<file path="src/rtl/btb_update_ctrl.sv">
// rtl/btb_update_ctrl.sv - BTB write sequencer: reset sweep, then FIFO-fed read-modify-write updates
module btb_update_ctrl #(
    parameter int QDEPTH = 4,
    parameter int NSETS  = 512
) (
    input  logic                       CLK,
    input  logic                       RESET,
    input  logic                       upd_valid,
    output logic                       upd_ready,
    input  logic [31:0]                upd_pc,
    input  logic [31:0]                upd_target,
    input  logic                       upd_taken,
    input  logic                       lookup_active,
    output logic [$clog2(NSETS)-1:0]   arr_index,
    output logic                       arr_rd_en,
    input  logic [106:0]               arr_rd_data,
    output logic                       arr_wr_en,
    output logic [106:0]               arr_wr_data,
    output logic                       init_done,
    output logic                       busy
);
    localparam int IW = $clog2(NSETS);
    localparam int AW = $clog2(QDEPTH);
    localparam int TW = 21;

    localparam logic [1:0] S_INIT = 2'd0;
    localparam logic [1:0] S_IDLE = 2'd1;
    localparam logic [1:0] S_CAP  = 2'd2;
    localparam logic [1:0] S_WR   = 2'd3;

    logic [1:0]    state;
    logic [IW-1:0] cnt;

    // Queue entries keep only addr[31:2]; the low bits never reach the array.
    logic [29:0]   fifo_pc    [QDEPTH];
    logic [29:0]   fifo_tgt   [QDEPTH];
    logic          fifo_taken [QDEPTH];
    logic [AW:0]   wr_ptr, rd_ptr;
    logic          full, empty, push, pop;
    logic [29:0]   head_pc;

    logic [29:0]   w_pc, w_tgt;
    logic          w_taken;
    logic [106:0]  set_q, new_set;
    logic          hit1, hit2, drop;
    logic [TW-1:0] w_tag;

    logic          unused_bits;
    assign unused_bits = ^{upd_pc[1:0], upd_target[1:0]};

    assign empty     = (wr_ptr == rd_ptr);
    assign full      = (wr_ptr[AW] != rd_ptr[AW]) && (wr_ptr[AW-1:0] == rd_ptr[AW-1:0]);
    assign upd_ready = !full;
    assign push      = upd_valid && !full;
    assign pop       = (state == S_IDLE) && !empty && !lookup_active;
    assign head_pc   = fifo_pc[rd_ptr[AW-1:0]];
    assign busy      = !empty || (state != S_IDLE);
    assign w_tag     = w_pc[29 -: TW];

    always_ff @(posedge CLK) begin
        if (push) begin
            fifo_pc[wr_ptr[AW-1:0]]    <= upd_pc[31:2];
            fifo_tgt[wr_ptr[AW-1:0]]   <= upd_target[31:2];
            fifo_taken[wr_ptr[AW-1:0]] <= upd_taken;
        end
    end

    // Way1 is checked first so a corrupted double-hit set updates way1.
    always_comb begin
        new_set = arr_rd_data;
        hit1    = arr_rd_data[105] && (arr_rd_data[104:84] == w_tag);
        hit2    = arr_rd_data[52]  && (arr_rd_data[51:31]  == w_tag);
        drop    = 1'b0;
        if (hit1) begin
            new_set[83:54] = w_tgt;
            new_set[53]    = w_taken;
            new_set[106]   = 1'b0;
        end else if (hit2) begin
            new_set[30:1]  = w_tgt;
            new_set[0]     = w_taken;
            new_set[106]   = 1'b1;
        end else if (w_taken) begin
            if (arr_rd_data[106]) begin
                new_set[105]    = 1'b1;
                new_set[104:84] = w_tag;
                new_set[83:54]  = w_tgt;
                new_set[53]     = 1'b1;
                new_set[106]    = 1'b0;
            end else begin
                new_set[52]     = 1'b1;
                new_set[51:31]  = w_tag;
                new_set[30:1]   = w_tgt;
                new_set[0]      = 1'b1;
                new_set[106]    = 1'b1;
            end
        end else begin
            drop = 1'b1;
        end
    end

    always_ff @(posedge CLK or negedge RESET) begin
        if (!RESET) begin
            state     <= S_INIT;
            cnt       <= '0;
            init_done <= 1'b0;
            wr_ptr    <= '0;
            rd_ptr    <= '0;
            w_pc      <= '0;
            w_tgt     <= '0;
            w_taken   <= 1'b0;
            set_q     <= '0;
        end else begin
            if (push) wr_ptr <= wr_ptr + 1'b1;
            if (pop)  rd_ptr <= rd_ptr + 1'b1;
            case (state)
                S_INIT: begin
                    cnt <= cnt + 1'b1;
                    if (cnt == IW'(NSETS - 1)) begin
                        state     <= S_IDLE;
                        init_done <= 1'b1;
                    end
                end
                S_IDLE: begin
                    if (pop) begin
                        w_pc    <= head_pc;
                        w_tgt   <= fifo_tgt[rd_ptr[AW-1:0]];
                        w_taken <= fifo_taken[rd_ptr[AW-1:0]];
                        state   <= S_CAP;
                    end
                end
                S_CAP: begin
                    set_q <= new_set;
                    state <= drop ? S_IDLE : S_WR;
                end
                default: begin
                    if (!lookup_active) state <= S_IDLE;
                end
            endcase
        end
    end

    // The sweep strobe is qualified by RESET so nothing is written while reset is held.
    always_comb begin
        arr_rd_en   = 1'b0;
        arr_wr_en   = 1'b0;
        arr_wr_data = '0;
        arr_index   = cnt;
        case (state)
            S_INIT: begin
                arr_wr_en = RESET;
                arr_index = cnt;
            end
            S_IDLE: begin
                arr_rd_en = pop;
                arr_index = head_pc[IW-1:0];
            end
            S_CAP: begin
                arr_index = w_pc[IW-1:0];
            end
            default: begin
                arr_wr_en   = !lookup_active;
                arr_wr_data = set_q;
                arr_index   = w_pc[IW-1:0];
            end
        endcase
    end
endmodule
</file>
<file path="config.mk">
export PLATFORM = sky130hd
export DESIGN_NAME = btb_update_ctrl
export DESIGN_NICKNAME = d
export VERILOG_FILES = /design/src/rtl/btb_update_ctrl.sv
export SDC_FILE = /design/constraint.sdc
export NUM_CORES = 1
export LEC_CHECK = 0
export CAP_MARGIN = 5
export CORE_MARGIN = 3
export CORE_UTILIZATION = 34
export DETAILED_ROUTE_END_ITERATION = 16
export GPL_ROUTABILITY_DRIVEN = 0
export SYNTH_ARGS = -nofsm -noshare
export SYNTH_HDL_FRONTEND = slang
export SYNTH_SLANG_ARGS = --single-unit
</file>
<file path="constraint.sdc">
create_clock -name CLK -period 4.5 [get_ports CLK]
set_input_delay 0.675 -clock CLK [delete_from_list [all_inputs] [get_ports CLK]]
set_output_delay 0.675 -clock CLK [all_outputs]
set_load 0.02 [all_outputs]
</file>
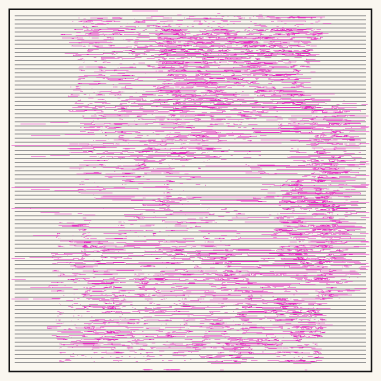
**Above:** metal 1.
(1.5 px per um) Supply wires on this layer in grey.
main direction	horizontal
longest straight run	101 um
nets with wire on the layer	1640
total via count after detailed routing: 12.4k
M1 GR Usage: 24.2%
DRT Wirelength: 52.8 mm

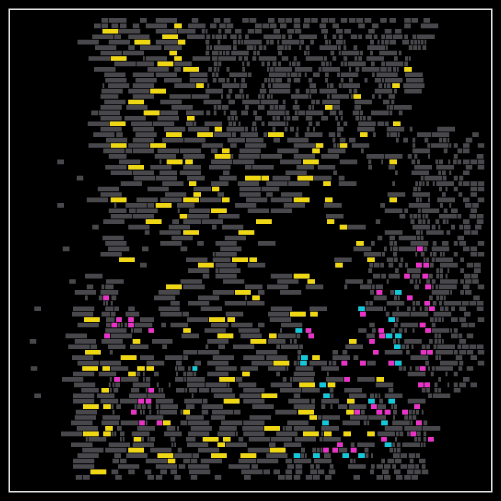
**Above:** logic cells by family.
(2 px per um)
colour	family	cells
cyan	non-inverting ao/oa cells	22
magenta	xor and xnor cells	56
yellow	mux cells	127

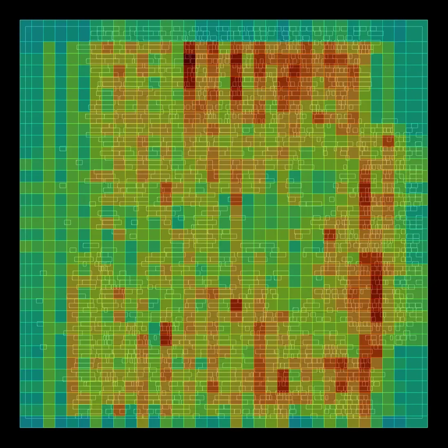
**Above:** track usage over the die.
average wire length per cell after detail routing: 22.4 um
GR Layer Usage met2: 28.1%
Util after Layout: 44.1%

==> results.txt <==
Results of the full flow below.

Clock tree:
- The run gives the post-CTS setup buffer count as 0.
- Per the CTS log, the maximum H-tree level is 2.
- The run gives the cts-stage hold buffer count as 0.
- Per the CTS log, the root buffer master is clkbuf_16.
- After clock tree synthesis, the repair step resized 0 gates.
- TritonCTS built the clock tree.
- The run puts the insertion delay of the later-clocked pin in the worst-skew pair at roughly 0.57 ns.
- The run puts the number of buffers created by CTS at about 45.

Synth:
- The run gives the area of the mapped netlist as about 0.019 mm^2.
- Looking at area per cell type in the netlist, the leader is edfxtp_1.
- Counting the warning lines in the Yosys log gives 0.
- The number of nets handed over by synthesis was 1545.
- The run puts the post-synthesis sequential element count at ~430.
- The run gives the number of distinct library cell variants in the gate-level netlist after synthesis as 43.
- Summing the sequential cell areas from Yosys gives between 60 and 70% of the chip area.
- By area the synthesized netlist is led by edfxtp_1 39%, dfrtp_1 25%, mux4_2 7.3%.
- The run puts the yosys-reported design area after synthesis at 0.0187 mm^2.
- The run gives the fraction of synthesized cell area taken by the top area cell type as ~39%.
- After synthesis, the design contains 1356 cells according to Yosys.

STA:
- The run gives the maximum clock frequency as approximately 260 MHz.
- The run puts the setup TNS at 0 ns.
- The run gives the worst relative slew slack as between 20% and 30%.
- The run gives the count of endpoints failing setup in the final report as 0.
- The run gives the clock skew after layout as about 0.015 ns.
- The run puts the worst-margin pin slew at 1.11 ns.
- The run puts the final hold violation count at 0.
- Setup repair after global routing left no endpoint under its margin.
- The run gives the post-route clock period utilization as ~85%.
- The run gives the count of final max-slew check failures as 0.

Power and ir drop:
- The run gives the internal cell power as ~11 mW.
- Total power normalized to cell area comes to ~680 mW/mm^2.
- The clock network is responsible for roughly a quarter of the overall power.
- The run puts the static leakage at ~8.7 nW.
- The run puts the worst vdd rail ir drop at between 0.0003 and 0.0004 V.
- The run puts the switching part of the total at ~35%.
- The run puts the total power draw at roughly 16 mW.
- The run puts the power share of the combinational group at between 30% and 40%.
- The run gives the net load switching power as about 5.6 mW.

Floorplanning:
- The run puts the area of the core at roughly 0.054 mm^2.
- The run puts the total I/O pin count at around 300.
- The floorplan step records an initial core utilization of about 35%.
- The run puts the overall chip area at ~0.058 mm^2.
- The run puts the floorplan row count at 85.
- The run puts the die extent in x at between 200 and 250 um.
- Measured along the y axis, the die boundary spans approximately 240 um.

Detailed routing:
- In this run, the number of DRC markers left after iteration 0 of detailed routing was 965.
- Per the detail_route report, DRC violations left total 0.
- The run puts the number of nets with antenna violations after detailed routing at 0.
- The run gives the via-per-instance ratio as between 5 and 6.

Setup path:
- Together, buffers and inverters on the worst path number 2.
- The run puts the worst endpoint required time at about 3.8 ns.
- The run puts the critical path's largest stage delay at between 0.6 and 0.7 ns.
- The run gives the sort of element at the start of the critical path as a flip-flop.
- For reference, the critical path cell chain is inv_1 -> ha_1 -> nor2_1 -> a22oi_1 -> nand2_1 -> clkdlybuf4s50_1.
- The run puts the data arrival time of the worst path at roughly 3.2 ns.
- The run gives the setup slack of the worst register-to-register path as between 1.5 and 2 ns.
- The critical path is of the reg2out type.
- The slowest stage of the critical path belongs to the cell nor2_1.

Flow run:
- In this run the tools logged warnings totalling a little over 40.
- Per the run summary, max-cap violations total 0.

GRT:
- The run gives the number of antenna violations at the first check in global routing as 18.
- For this run, the total global-route usage over all layers was measured as roughly 18%.
- The run puts the number of global-route vias before repair at about 13k.
- The run gives the aggregate global routing overflow as 0.
- The run puts the pin count of the biggest net entering global routing at about 140.

Placement:
- According to the dpl log, the detail-placed design has an HPWL of approximately 35 mm.

Layout:
- The run gives the proportion of layout cells with a drive suffix above 1 as roughly 15%.
- Leaving out buffers and inverters, the combinational logic in the layout accounts for ~0.0063 mm^2.
- The most common logic cells in the final layout are 291 x clkdlybuf4s50_1, 244 x edfxtp_1, 184 x dfrtp_1.
- The run puts the layout-stage area growth over the synthesis result at 27.6%.
- The run puts the filler cell count in the final layout at roughly 5k.
- The run gives the highest-count logic cell in the final layout as clkdlybuf4s50_1.

Run status:
- The run finished with clean final reports.

Worst hold path:
- The path class of the tightest hold or removal check is in2async.
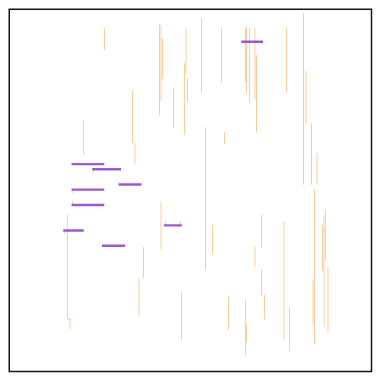
**Above:** routed metal, one colour a layer.
(1.5 px per um) Only two layers are drawn.
colour	layer	wire length
orange	M4	1790 um
purple	M5	141 um

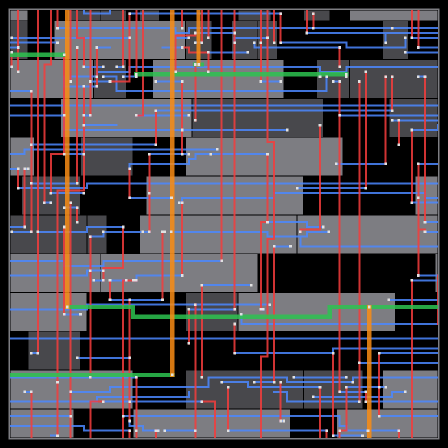
**Above:** a small window of the routed layout.
Region (105, 153) to (135, 183) um. Cells in grey, sequential cells in the stronger grey; small squares are vias.
colour	layer
blue	M1
red	M2
orange	M4
green	M3
netlist names of flops here include	`fifo_tgt` (9), `w_tgt` (3), `set_q` (2)
sequential cells in the window	14
most frequent	edfxtp_1 (9), dfrtp_1 (5), clkdlybuf4s50_1 (4)
cells with their middle in the window	31

[power groups by stage]
stage	Combinational [mW]	Sequential [mW]	Clock, mW
after floorplan	3.87	6.15	0
after global placement	5.91	6.47	0
after detailed placement	6.00	6.53	0
after CTS	6.02	6.46	3.88
after global routing	6.42	6.62	4.04
final	5.90	6.46	3.77
[registers in the layout (all words and copies together) (netlist names), 3 cells and up]
register	count
fifo_tgt	120
rd_ptr	3
fifo_pc	120
w_pc	30
w_tgt	30
fifo_taken	4
wr_ptr	3
set_q	107
cnt	9
[worst reg2reg max path: stages, from the launching register on]
cell	delay, ns
dfrtp_1	0.52
xor2_1	0.23
nor4_1	0.45
and3_1	0.37
and3_2	0.46
buf_12	0.32
a31oi_1	0.09
mux2_2	0.28
[metal layers]
layer | GRT usage [%] | share of wire, % | wire length, um
met1 | 24.2 | 43 | 22500
met2 | 28.1 | 47 | 24900
met3 | 4.58 | 6.6 | 3500
met4 | 6.67 | 3.4 | 1790
met5 | 0 | 0.27 | 140
[kinds of logic (layout without fill, tap and decap cells)]
family,count (synthesis),after routing,share of synthesized area [%]
DFF,430,430,64.1
AOI/OAI and AO/OA,333,333,10.5
and+or+nand+nor,290,290,7.96
muxes,127,127,11.3
buffers and inverters,107,405,2.58
xor gates and xnor gates,56,56,2.62
adders and majority gates,13,13,0.870
other,0,7,0
[cells in the mapped netlist, drive strengths merged]
master and number:
o21ai 85, nand4 8, dfrtp 186, mux4 61, nand2 31, a21boi 2, a21oi 105, ha 13
a31oi 104, edfxtp 244, o31ai 1, xor2 32, a22oi 9, a211oi 1, a21o 1, and2 110
a21bo 21, inv 6, mux2 65, and4 1, xnor2 24, o221ai 1, o2bb2ai 2, buf 60
nand2b 3, and3 8, nor4 7, nor2 115, nand3 4, clkbuf 41, a2bb2oi 1, nor3 3
mux2i 1
[worst paths after layout]
check	startpoint	endpoint	cells past startpoint
setup / recovery	state[0]	arr_index[2]	6
hold / removal	RESET	w_taken	1
setup reg to reg	w_pc[12]	set_q[106]	7
hold reg to reg	init_done	init_done	1
max in group asynchronous	RESET	w_tgt[26]	2
min in group CLK	init_done	init_done	1
[layout make-up]
cell class	count	area share (%)
Antenna cell	7	0.0734
Clock buffer	61	5.10
Clock inverter	22	1.13
Inverter	6	0.0996
Multi-Input combinational cell	819	26.3
Sequential cell	430	50.2
Tap cell	696	3.65
Timing Repair Buffer	316	13.4
[metrics by stage]
| step | setup slack (ns) | instance area [um^2] | util (%) | hold slack (ns) | std cells |
|---|---|---|---|---|---|
| 2_1_floorplan | 1.52 | 18700 | - | 0.379 | 1356 |
| 3_3_place_gp | 1.14 | 22400 | 41.3 | 0.458 | 2267 |
| 3_5_place_dp | 1.10 | 22400 | 41.3 | 0.461 | 2267 |
| 4_1_cts | 0.569 | 23800 | 44.0 | 0.0785 | 2350 |
| 5_1_grt | 0.458 | 23900 | 44.1 | 0.0851 | 2355 |
| 6_report | 0.673 | 23900 | 44.1 | 0.0815 | 2357 |
Power is estimated from default activity; no workload was simulated.
